==> config.mk <==
export PLATFORM = sky130hd
export DESIGN_NAME = ps2_key_scheduler
export DESIGN_NICKNAME = d
export VERILOG_FILES = /design/src/rtl/ps2_key_scheduler.sv
export SDC_FILE = /design/constraint.sdc
export NUM_CORES = 1
export LEC_CHECK = 0
export CAP_MARGIN = 15
export CELL_PAD_IN_SITES_DETAIL_PLACEMENT = 1
export CELL_PAD_IN_SITES_GLOBAL_PLACEMENT = 1
export CORE_MARGIN = 4
export CORE_UTILIZATION = 30
export DETAILED_ROUTE_END_ITERATION = 16
export HOLD_SLACK_MARGIN = 0.12
export PLACE_DENSITY_LB_ADDON = 0.1
export SYNTH_ARGS = -nofsm -noshare
export SYNTH_HDL_FRONTEND = slang
export SYNTH_SLANG_ARGS = --single-unit
==> constraint.sdc <==
create_clock -name clk -period 3.6 [get_ports clk]
set_input_delay 0.72 -clock clk [delete_from_list [all_inputs] [get_ports clk]]
set_output_delay 0.72 -clock clk [all_outputs]
set_load 0.1 [all_outputs]
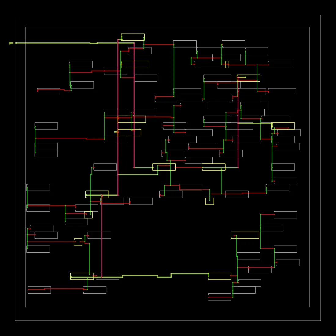
Run 1: clock nets
Fin Clk Skew: 0.00784 ns
seq_cells: 73
Clk. pwr: 0.00105 W
TritonCTS Buffers: 9

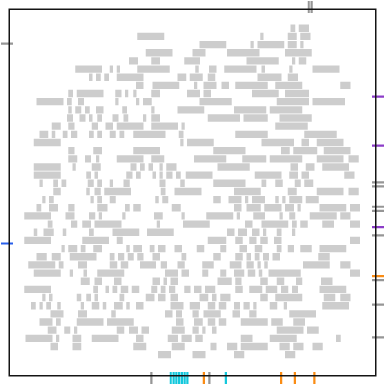
Run 1: pin map
Drawn at 3 px/um. Pins as bars across the die edge, other pins in gray.
`p2_keys` -> orange  # pins 5, direction output, edge 4 bottom, 1 right
`event_key` -> purple  # pins 3, direction output, edge right
`byte_in` -> cyan  # pins 8, direction input, edge bottom
`proto_err` -> blue  # pins 1, direction output, edge left
# port buffers: 29
die span in x: 122 um
Die Y: 122 um

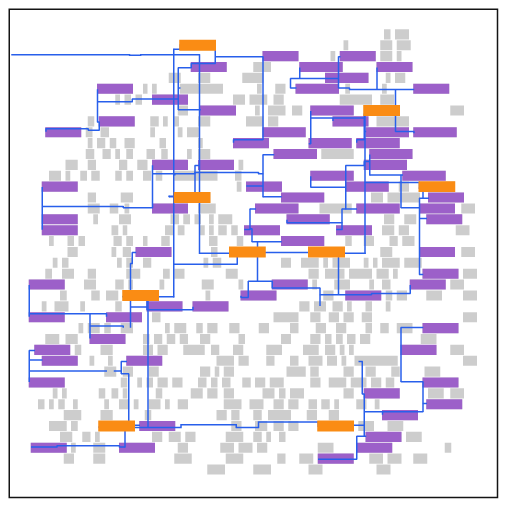
Run 1: clock distribution
Drawn at 4 px/um.
flip-flops -> purple  # count 73
clock wires -> blue  # length 1180 um
cells driving clock nets -> orange  # count 9
routed clock nets = 10
flops lie = widely spread
Late-Pin Clk Latency: 0.35 ns
clock share of power: 33.6%

==> qor.yml, run 1 <==
status:
  status: "complete, no violations"
logic_synthesis:
  netlist_instances: 361
  simple_gate_area_share_pct: 23.9
  top_area_cell: "dfrtp_1"
  synth.area.mux_share_pct: 6.97
  top_logic_kind: "simple AND/OR/NAND/NOR gates"
  synthArstFlopShare_pct: 72.6
sta:
  period_minus_slack_ns: 3.48
  max_freq_mhz: 288
  setup_viol: 0
  hold_slack_ns: 0.396
final_layout:
  signal_buffers: 78
  area_growth_pct: 30.8
  post-route-util_pct: 40.2
  design_area_sq_um: 5070
  nClkBuffers: 10
  layout_top_cells: "dfrtp_1, buf_4, nor2_1"
clock_network:
  tritoncts: "yes"
global_route:
  grt-busiest-layer: "met2"
routing:
  highest_layer: "met4"
die:
  core-area_sq_um: 12600
placement:
  placed_cells: 594
run 1: power by group:
| part | leakage, nW | switching (W) | internal (W) | total, W |
|---|---|---|---|---|
| Sequential | 0.892 | 0.0000623 | 0.000957 | 0.00102 |
| Clock | 0.167 | 0.000371 | 0.000681 | 0.00105 |
| Combinational | 1.09 | 0.000660 | 0.000394 | 0.00105 |
| Total | 2.15 | 0.00109 | 0.00203 | 0.00312 |
run 1: critical path, cell delays in order:
cell and delay (ns):
clkdlybuf4s50_1 0.61, nor2_2 0.07, and3_4 0.18, o211a_4 0.23, or4b_4 0.54, and3_4 0.17
ha_1 0.19, ha_1 0.21, xnor2_2 0.15, nor3_1 0.19, buf_4 0.15, nor2b_2 0.05
a22o_1 0.24
--- run 2 (diff from run 1) ---
Settings changed: HOLD_SLACK_MARGIN 0.12 to 0.02.
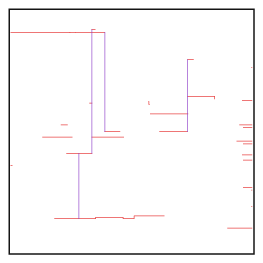
Run 2: metal layers overlaid
Drawn at 2 px/um. Two of the layers only.
met3 -> red  # wire length 269 um
met4 -> purple  # wire length 180 um
Avg WL per Cell: 16.7 um
overall routing resource usage: 15.3%

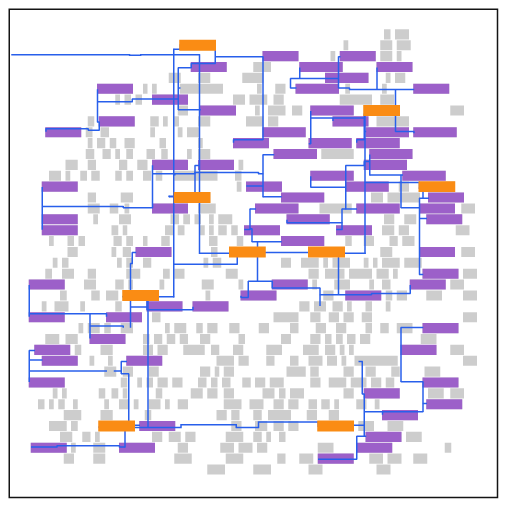
Run 2: clock distribution
Drawn at 4 px/um.
flip-flops -> purple  # count 73
clock wires -> blue  # length 1180 um
cells driving clock nets -> orange  # count 9
routed clock nets = 10

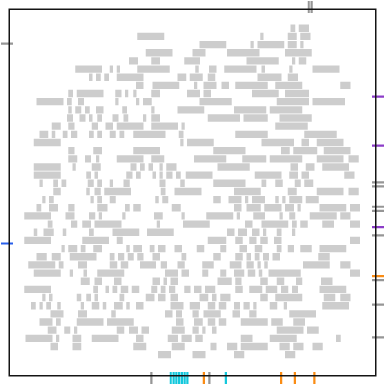
Run 2: pin map
Drawn at 3 px/um. Pins as bars across the die edge, other pins in gray.
`p2_keys` -> orange  # pins 5, direction output, edge 4 bottom, 1 right
`byte_in` -> cyan  # pins 8, direction input, edge bottom
`proto_err` -> blue  # pins 1, direction output, edge left
`event_key` -> purple  # pins 3, direction output, edge right
all pins by edge = 14 bottom, 12 right, 2 left, 2 top

==> run 2 against run 1 <==
Compared with the run above:
- core utilization unchanged
- global-route usage unchanged
- non-clock buffer count unchanged
- synthesized cell count unchanged
- critical endpoint unchanged
- first-iteration DRC count unchanged
- combinational power about the same
- die size unchanged
==> qor.yml, run 2 <==
sta:
  fin_skew_ns: 0.00784
  period_minus_slack_ns: 3.48
  setup_viol: 0
clock_network:
  insertion_delay_ns: 0.35
  cts_buffers: 9
  tritoncts: "yes"
global_route:
  grt-busiest-layer: "met2"
power_and_ir_drop:
  p_int_w: 0.00203
  comb_power_share_pct: 33.7
  p_switching_w: 0.00109
  p_seq_w: 0.00102
die:
  core-area_sq_um: 12600
  die-width_um: 122
  die_h_um: 122
final_layout:
  area_growth_pct: 30.8
  layout_top_cells: "dfrtp_1, buf_4, nor2_1"
  design_area_sq_um: 5070
  signal_buffers: 78
  flops: 73
  nClkBuffers: 10
setup_path:
  slowest_stage: "clkdlybuf4s50_1"
  cp_top_family: "simple AND/OR/NAND/NOR gates"
  slowest_delay_ns: 0.61
  path_buffers: 2
  cp.depth: 13
logic_synthesis:
  simple_gate_area_share_pct: 23.9
  netlist_instances: 361
  synth.area.mux_share_pct: 6.97
  synthArstFlopShare_pct: 72.6
status:
  status: "complete, no violations"
routing:
  highest_layer: "met4"
-- run 2: timing repair --
| item | 4_1_cts | 5_1_grt |
|---|---|---|
| endpoints found under the setup margin | 0 | 4 |
| endpoints found under the hold margin | 0 | 0 |
| resized | 0 | 13 |
| setup buffers | 0 | 3 |
| hold buffers | 0 | 0 |
-- run 2: worst reg2reg max path, delay by kind of cell, from the launching register on --
| family | cells | cell delay (ns) |
|---|---|---|
| simple gates | 7 | 1.61 |
| flops | 1 | 0.46 |
| fa+ha+maj | 2 | 0.40 |
| compound gates | 1 | 0.24 |
| xor+xnor | 1 | 0.15 |
| buf+inv | 1 | 0.15 |
-- run 2: stage by stage --
stage	cells	setup slack [ns]
after floorplan	361	0.159
after global placement	594	-0.205
after detailed placement	594	-0.291
after CTS	610	0.0609
after global routing	613	0.0170
final	613	0.122
Power and IR drop assume default switching activity.
